Fig. 1: run 1, clock wiring as the flow saved it
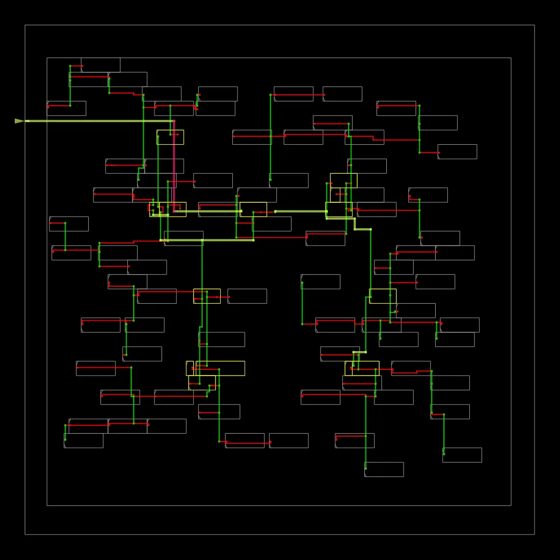
Fig. 2: run 1, sequential cells coloured by netlist name
Scale: 4 px per um.
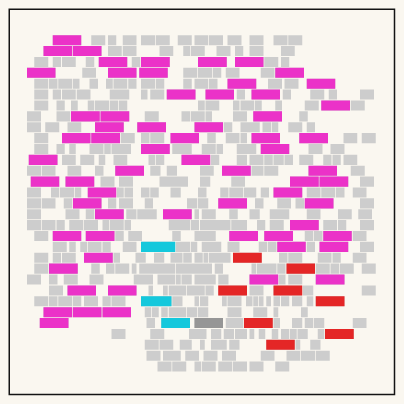
Fig. 3: run 1, selected gate families
Scale: 4 px per um.
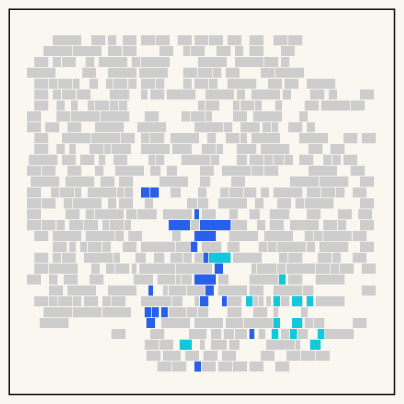
<file path="src/rtl/operand_byte_loader_if.sv">
// Byte-in / word-out handshake bundle for operand_byte_loader.
// The slave modport is the loader side; the master modport is the environment side.
interface operand_byte_loader_if #(
    parameter int LOG2_BYTES_IN = 3
);
    localparam int WORD_W = 8 << LOG2_BYTES_IN;

    logic [7:0]        in_data;
    logic              in_valid;
    logic              in_ready;
    logic              in_restart;
    logic [WORD_W-1:0] out_data;
    logic              out_valid;
    logic              out_ready;

    modport master (
        output in_data, in_valid, in_restart, out_ready,
        input  in_ready, out_data, out_valid
    );

    modport slave (
        input  in_data, in_valid, in_restart, out_ready,
        output in_ready, out_data, out_valid
    );
endinterface

</file>
<file path="src/rtl/operand_byte_loader.sv">
// Assembles byte-serial operands into one wide word (byte 0 least significant)
// and hands the completed word downstream over a valid/ready handshake.
module operand_byte_loader #(
    parameter int LOG2_BYTES_IN = 3,
    parameter int CNT_W         = 8
) (
    input  logic                     clk,
    input  logic                     rst,
    operand_byte_loader_if.slave     bus,
    output logic [LOG2_BYTES_IN-1:0] byte_idx,
    output logic [CNT_W-1:0]         word_count
);
    localparam int WORD_W = 8 << LOG2_BYTES_IN;

    localparam logic [LOG2_BYTES_IN-1:0] IDX_ZERO = LOG2_BYTES_IN'(0);
    localparam logic [LOG2_BYTES_IN-1:0] IDX_ONE  = LOG2_BYTES_IN'(1);
    localparam logic [LOG2_BYTES_IN-1:0] IDX_LAST = {LOG2_BYTES_IN{1'b1}};
    localparam logic [CNT_W-1:0]         CNT_ZERO = CNT_W'(0);
    localparam logic [CNT_W-1:0]         CNT_ONE  = CNT_W'(1);

    typedef enum logic {
        FILL = 1'b0,
        FULL = 1'b1
    } state_e;

    state_e                   state_q, state_d;
    logic [LOG2_BYTES_IN-1:0] idx_q,   idx_d;
    logic [WORD_W-1:0]        data_q,  data_d;
    logic [CNT_W-1:0]         cnt_q,   cnt_d;

    // Next-state: restart beats everything, otherwise fill bytes or wait for consumption.
    always_comb begin
        state_d = state_q;
        idx_d   = idx_q;
        data_d  = data_q;
        cnt_d   = cnt_q;
        if (bus.in_restart) begin
            state_d = FILL;
            idx_d   = IDX_ZERO;
        end else begin
            case (state_q)
                FILL: begin
                    if (bus.in_valid) begin
                        data_d[{idx_q, 3'b000} +: 8] = bus.in_data;
                        if (idx_q == IDX_LAST) begin
                            idx_d   = IDX_ZERO;
                            state_d = FULL;
                        end else begin
                            idx_d   = idx_q + IDX_ONE;
                            state_d = FILL;
                        end
                    end else begin
                        state_d = FILL;
                    end
                end
                FULL: begin
                    if (bus.out_ready) begin
                        state_d = FILL;
                        cnt_d   = cnt_q + CNT_ONE;
                    end else begin
                        state_d = FULL;
                    end
                end
                default: begin
                    state_d = FILL;
                    idx_d   = IDX_ZERO;
                end
            endcase
        end
    end

    // State register with synchronous reset.
    always_ff @(posedge clk) begin
        if (rst) begin
            state_q <= FILL;
            idx_q   <= IDX_ZERO;
            data_q  <= {WORD_W{1'b0}};
            cnt_q   <= CNT_ZERO;
        end else begin
            state_q <= state_d;
            idx_q   <= idx_d;
            data_q  <= data_d;
            cnt_q   <= cnt_d;
        end
    end

    // Handshake outputs decode the registered state only.
    assign bus.in_ready  = (state_q == FILL);
    assign bus.out_valid = (state_q == FULL);
    assign bus.out_data  = data_q;
    assign byte_idx      = idx_q;
    assign word_count    = cnt_q;
endmodule

</file>
<file path="src/flat_wrapper.sv">
// flat-port wrapper written by rule: the top's interface ports become plain ports
module operand_byte_loader_flat 
#(
    parameter int LOG2_BYTES_IN = 3,
    parameter int CNT_W         = 8
)
  (clk, rst, byte_idx, word_count, bus_in_data, bus_in_valid, bus_in_restart, bus_out_ready, bus_in_ready, bus_out_data, bus_out_valid);
  operand_byte_loader_if #(.LOG2_BYTES_IN(LOG2_BYTES_IN)) bus_i ();
  input  logic clk;
  input  logic rst;
  output logic [LOG2_BYTES_IN-1:0] byte_idx;
  output logic [CNT_W-1:0] word_count;
  input wire logic [$bits(bus_i.in_data)-1:0] bus_in_data;
  input wire logic [$bits(bus_i.in_valid)-1:0] bus_in_valid;
  input wire logic [$bits(bus_i.in_restart)-1:0] bus_in_restart;
  input wire logic [$bits(bus_i.out_ready)-1:0] bus_out_ready;
  output wire logic [$bits(bus_i.in_ready)-1:0] bus_in_ready;
  output wire logic [$bits(bus_i.out_data)-1:0] bus_out_data;
  output wire logic [$bits(bus_i.out_valid)-1:0] bus_out_valid;
  assign bus_i.in_data = bus_in_data;
  assign bus_i.in_valid = bus_in_valid;
  assign bus_i.in_restart = bus_in_restart;
  assign bus_i.out_ready = bus_out_ready;
  assign bus_in_ready = bus_i.in_ready;
  assign bus_out_data = bus_i.out_data;
  assign bus_out_valid = bus_i.out_valid;
  operand_byte_loader #(.LOG2_BYTES_IN(LOG2_BYTES_IN), .CNT_W(CNT_W)) u_core (.clk(clk), .rst(rst), .bus(bus_i), .byte_idx(byte_idx), .word_count(word_count));
endmodule
</file>
<file path="config.mk">
export PLATFORM = sky130hd
export DESIGN_NAME = operand_byte_loader_flat
export DESIGN_NICKNAME = d
export VERILOG_FILES = /design/src/rtl/operand_byte_loader_if.sv /design/src/rtl/operand_byte_loader.sv /design/src/flat_wrapper.sv
export SDC_FILE = /design/constraint.sdc
export NUM_CORES = 1
export LEC_CHECK = 0
export CAP_MARGIN = 20
export CORE_MARGIN = 4
export CORE_UTILIZATION = 44
export CTS_CLUSTER_SIZE = 8
export DETAILED_ROUTE_END_ITERATION = 10
export HOLD_SLACK_MARGIN = 0.05
export PLACE_DENSITY = 0.76
export SYNTH_ARGS = -nofsm -noshare
export SYNTH_HDL_FRONTEND = slang
export SYNTH_SLANG_ARGS = --single-unit
</file>
<file path="constraint.sdc">
create_clock -name clk -period 2.3 [get_ports clk]
set_clock_uncertainty 0.05 [all_clocks]
set_input_delay 0.345 -clock clk [delete_from_list [all_inputs] [get_ports clk]]
set_output_delay 0.345 -clock clk [all_outputs]
set_load 0.02 [all_outputs]
</file>
==> deck_impl_summary.md, run 1 <==
Synthesis and Place & Route Summary

Finish
  • Synth-to-Final Area Change: 36.7%
  • Most used logic cell in the final layout: clkdlybuf4s50_1
  • Fillcell total: 640

Critical path
  • Worst R2R Setup Slack: 0.16 ns
  • Setup crit start: u_core.byte_idx[0]
  • Reg2reg end: u_core.bus.out_data[1]
  • Crit-path max FO: 6
  • CP Capture Type: register
  • CP Class: register to register

Power and ir drop
  • Peak VDD IR: 352 uV
  • Internal Power: 1.86 mW

Synthesis
  • Yosys warnings: 0
  • Yosys reg bits: 76
  • Seq/Total Area, Yosys: 0.447
  • Dominant flop cell: dfxtp_1
  • Syn_area_per_cell: 10.2 sq um
  • Area share of the largest cell type after synthesis: 0.447
  • Post-synthesis async set-or-reset flop share: 0

Route
  • Drt via density: 5.12
  • Routed Antenna Nets: 0
  • Via Count: between 2000 and 3000

Timing
  • Hold Vio Cnt, Final: 0

Clock tree
  • Post-CTS Setup Bufs: 0
  • Clk_lat worst skew: 0.33 ns

Global routing
  • GRT Overall Usage: 0.201

Floorplan
  • Row cnt: 31
  • Die y size: between 90 and 100 um
  • Placeable Area: 7370 sq um
  • Die width: 95.9 um

Placed design
  • DP Area: 4490 sq um

Status
  • Status: complete, no violations
Notes on Fig. 1 above:
number of clock buffers in the layout: 12
sequential cells: 76
P_clk: 0.890 mW
CTS buffer count: 9

Notes on Fig. 2 above:
Red stands for u_core.word_count, placed flops 8. Cyan stands for u_core.byte_idx, placed flops 3. Magenta stands for u_core.bus.out_data, placed flops 64.
Another 1 sequential cells are not coloured.

Notes on Fig. 3 above:
Cyan stands for inverting AOI/OAI gates, cells 13. Blue stands for NOR gates, cells 20.
logic share of the area: 0.385
Post-Layout Cell Count: 530

## run 1: registers in the layout (all words and copies together) (netlist names)
signal	flops
u_core.bus.out_data	64
u_core.word_count	8
u_core.byte_idx	3
u_core.bus.out_valid	1
## run 1: cells in the mapped netlist, drive strengths merged (4+ instances only)
master  instances
a21oi           6
or4             4
nor2b           5
dfxtp          76
clkbuf         12
nand2b         70
inv             5
nand3          24
ha              8
nand2           4
buf            10
nor3            5
nor2            5
mux2i          68
## run 1: through the flow
stage,setup WS [ns],instances
after floorplan,0.0337,333
after global placement,0.208,516
after detailed placement,0.155,516
after CTS,0.155,530
after global routing,0.0754,530
final,0.156,530
## run 1: power groups by stage
| stage | sequential [mW] | combinational (mW) | clock [mW] |
|---|---|---|---|
| global placement | 1.36 | 0.190 | 0 |
| floorplan | 1.37 | 0.0989 | 0 |
| global route | 1.33 | 0.208 | 0.968 |
| detailed placement | 1.36 | 0.193 | 0 |
| finish | 1.33 | 0.194 | 0.890 |
| CTS | 1.33 | 0.194 | 0.905 |
## run 1: layout make-up
type,instances,area (sq um),share of cell area
well taps,99,124,0.0266
multi-input cells,230,1790,0.385
repair buffers,106,1030,0.221
clock buffers,12,156,0.0336
flip-flops and latches,76,1530,0.328
clock inverters,2,10.0,0.00215
inverters,5,18.8,0.00403
## run 1: kinds of logic (layout without fill, tap and decap cells)
kind of cell    count (synthesis)  count (layout)  share of synthesized area
simple gates                  139             139                      0.257
xor+xnor                        1               1                    0.00257
compound gates                 14              14                     0.0283
fa+ha+maj                       8               8                     0.0294
buf+inv                        27             125                     0.0360
mux                            68              68                      0.200
flops                          76              76                      0.447
## run 1: routing by layer
layer | vias to the layer above | GRT usage
li1 | 1334 | -
met4 | 0 | 0.0557
met5 | - | 0
met1 | 1291 | 0.276
met2 | 86 | 0.322
met3 | 4 | 0.0399
Fig. 4: run 1, wires at chosen ports, followed through buffers
Scale: 4 px per um.
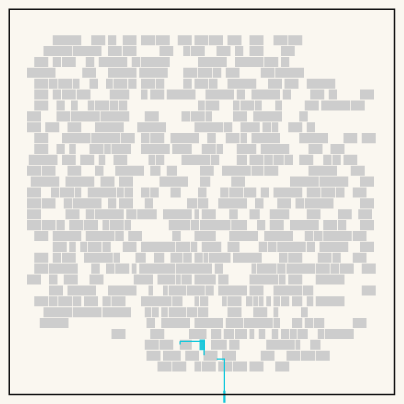

==> run 2, diff against run 1 <==
--- a/config.mk
+++ b/config.mk
@@ -6,7 +6,7 @@
 export NUM_CORES = 1
 export LEC_CHECK = 0
 export CAP_MARGIN = 20
-export CORE_MARGIN = 4
+export CORE_MARGIN = 2
 export CORE_UTILIZATION = 44
 export CTS_CLUSTER_SIZE = 8
 export DETAILED_ROUTE_END_ITERATION = 10
Fig. 5: run 2, wires at chosen ports, followed through buffers
Scale: 4 px per um.
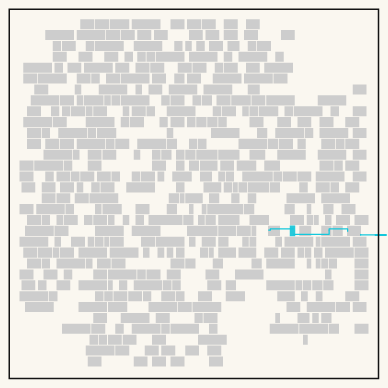
Cyan stands for bus_in_ready, bits 1, direction output, end cells 1, buffers 1, wire 26.2 um.

==> run 2 against run 1 <==
  * Register-to-register slack about the same
  * Combinational power down 2%
  * First-iteration DRC count down 38%
  * Sequential power about the same
  * Cell count up 1.1%
  * Critical path depth unchanged
  * Worst hold slack better by 0.0029 ns
  * Utilization down 1.9 points
  * Critical path type unchanged
  * Largest cell class unchanged
  * Highest routed layer unchanged
==> deck_impl_summary.md, run 2 <==
Synthesis and Place & Route Summary

Synthesis
  • Yosys warnings: 0 (unchanged)
  • Syn_area_per_cell: 10.2 sq um (unchanged)
  • Yosys reg bits: 76 (unchanged)
  • Area share of the largest cell type after synthesis: 0.447 (unchanged)
  • Most frequent cell after synthesis: dfxtp_1
  • Post-synth top cells: 76 x dfxtp_1, 70 x nand2b_1, 68 x mux2i_1
  • Dominant flop cell: dfxtp_1
  • Seq/Total Area, Yosys: 0.447 (unchanged)

Power and ir drop
  • P_clk: 0.884 mW (-0.7%)
  • Combinational group power: 0.190 mW (-2%)
  • Internal Power: 1.83 mW (-1.4%)
  • Top pwr grp: registers
  • Peak VDD IR: 298 uV (-15%)

Critical path
  • Reg2reg end: u_core.bus.out_data[0]
  • CP Capture Type: register
  • CP Class: register to register
  • Worst R2R Setup Slack: 0.15 ns (about the same)
  • Crit-path max FO: 6 (unchanged)

Timing
  • Final min period: 2.15 ns
  • Final TNS setup: 0 ns
  • Hold Vio Cnt, Final: 0 (unchanged)

Global routing
  • Most Crowded Layer GR: met2
  • GRT Overall Usage: 0.200 (-0.00154)
  • Met1 GRT Util: 0.258 (-0.0177)
  • Met3 Resource Use GR: 0.0583 (+0.0185)
  • GRT met2 Usage: 0.315 (-0.00699)

Floorplan
  • Die y size: 91.9 um (-4.2%)
  • Io pins: 90
  • Row cnt: 32 (+3.2%)
  • Placeable Area: 7610 sq um (+3.2%)
  • Die width: 91.9 um (-4.2%)

Route
  • Drt via density: 5.12 (about the same)
  • Routed Antenna Nets: 0 (unchanged)

Finish
  • Largest register FFs: 64 (unchanged)
  • Fillcell total: 651 (+1.7%)
  • Most used logic cell in the final layout: clkdlybuf4s50_1
  • Final instance area: around 4700 sq um
  • Synth-to-Final Area Change: 36.8% (about the same)

Placed design
  • DP Area: 4480 sq um (about the same)

Status
  • Status: complete, no violations

Hold path
  • Hold path cells: 2

Clock tree
  • CTS buffer count: 9 (unchanged)
  • Clk_lat worst skew: 0.35 ns (+0.02 ns)
  • Clk buf depth: 2
  • Post-CTS Setup Bufs: 0 (unchanged)
==> run 2: per-stage QoR <==
| stage | utilization | worst slack [ns] | std cells | power [mW] | hold slack [ns] |
|---|---|---|---|---|---|
| 5_1_grt | 0.612 | 0.0782 | 536 | 2.51 | 0.444 |
| 2_1_floorplan | - | 0.0337 | 333 | 1.47 | 0.469 |
| 3_5_place_dp | 0.589 | 0.155 | 520 | 1.55 | 0.413 |
| 4_1_cts | 0.612 | 0.146 | 536 | 2.44 | 0.429 |
| 6_report | 0.612 | 0.150 | 536 | 2.40 | 0.426 |
| 3_3_place_gp | 0.589 | 0.203 | 520 | 1.54 | 0.409 |
==> run 2: area by class of cell <==
cell class	count	area [sq um]	share of cell area
Clock inverter	4	25.0	0.00538
Multi-Input combinational cell	230	1790	0.385
Tap cell	102	128	0.0274
Sequential cell	76	1530	0.328
Clock buffer	12	145	0.0312
Inverter	5	18.8	0.00403
Timing Repair Buffer	107	1020	0.219
==> run 2: cells by family (layout without fill, tap and decap cells) <==
family,count (synthesis),after routing,synth area share
and+or+nand+nor,139,139,0.257
DFF,76,76,0.447
muxes,68,68,0.200
buffers and inverters,27,128,0.0360
AOI/OAI and AO/OA,14,14,0.0283
adders and majority gates,8,8,0.0294
xor gates and xnor gates,1,1,0.00257
==> run 2: worst min path at each step <==
stage,to
after floorplan,u_core.bus.out_data[16]
after global placement,u_core.bus.out_data[49]
after detailed placement,u_core.bus.out_data[51]
after global routing,u_core.bus.out_data[3]
after CTS,u_core.bus.out_data[39]
final,u_core.bus.out_data[47]
==> run 2: worst min-delay path, delay by kind of cell (launching register included) <==
kind / cells / cell delay [ns]
mux: 1 / 0.06
simple gates: 1 / 0.06
flops: 1 / 0.32
Power figures rest on the tool's default switching activity, not on a simulated workload.
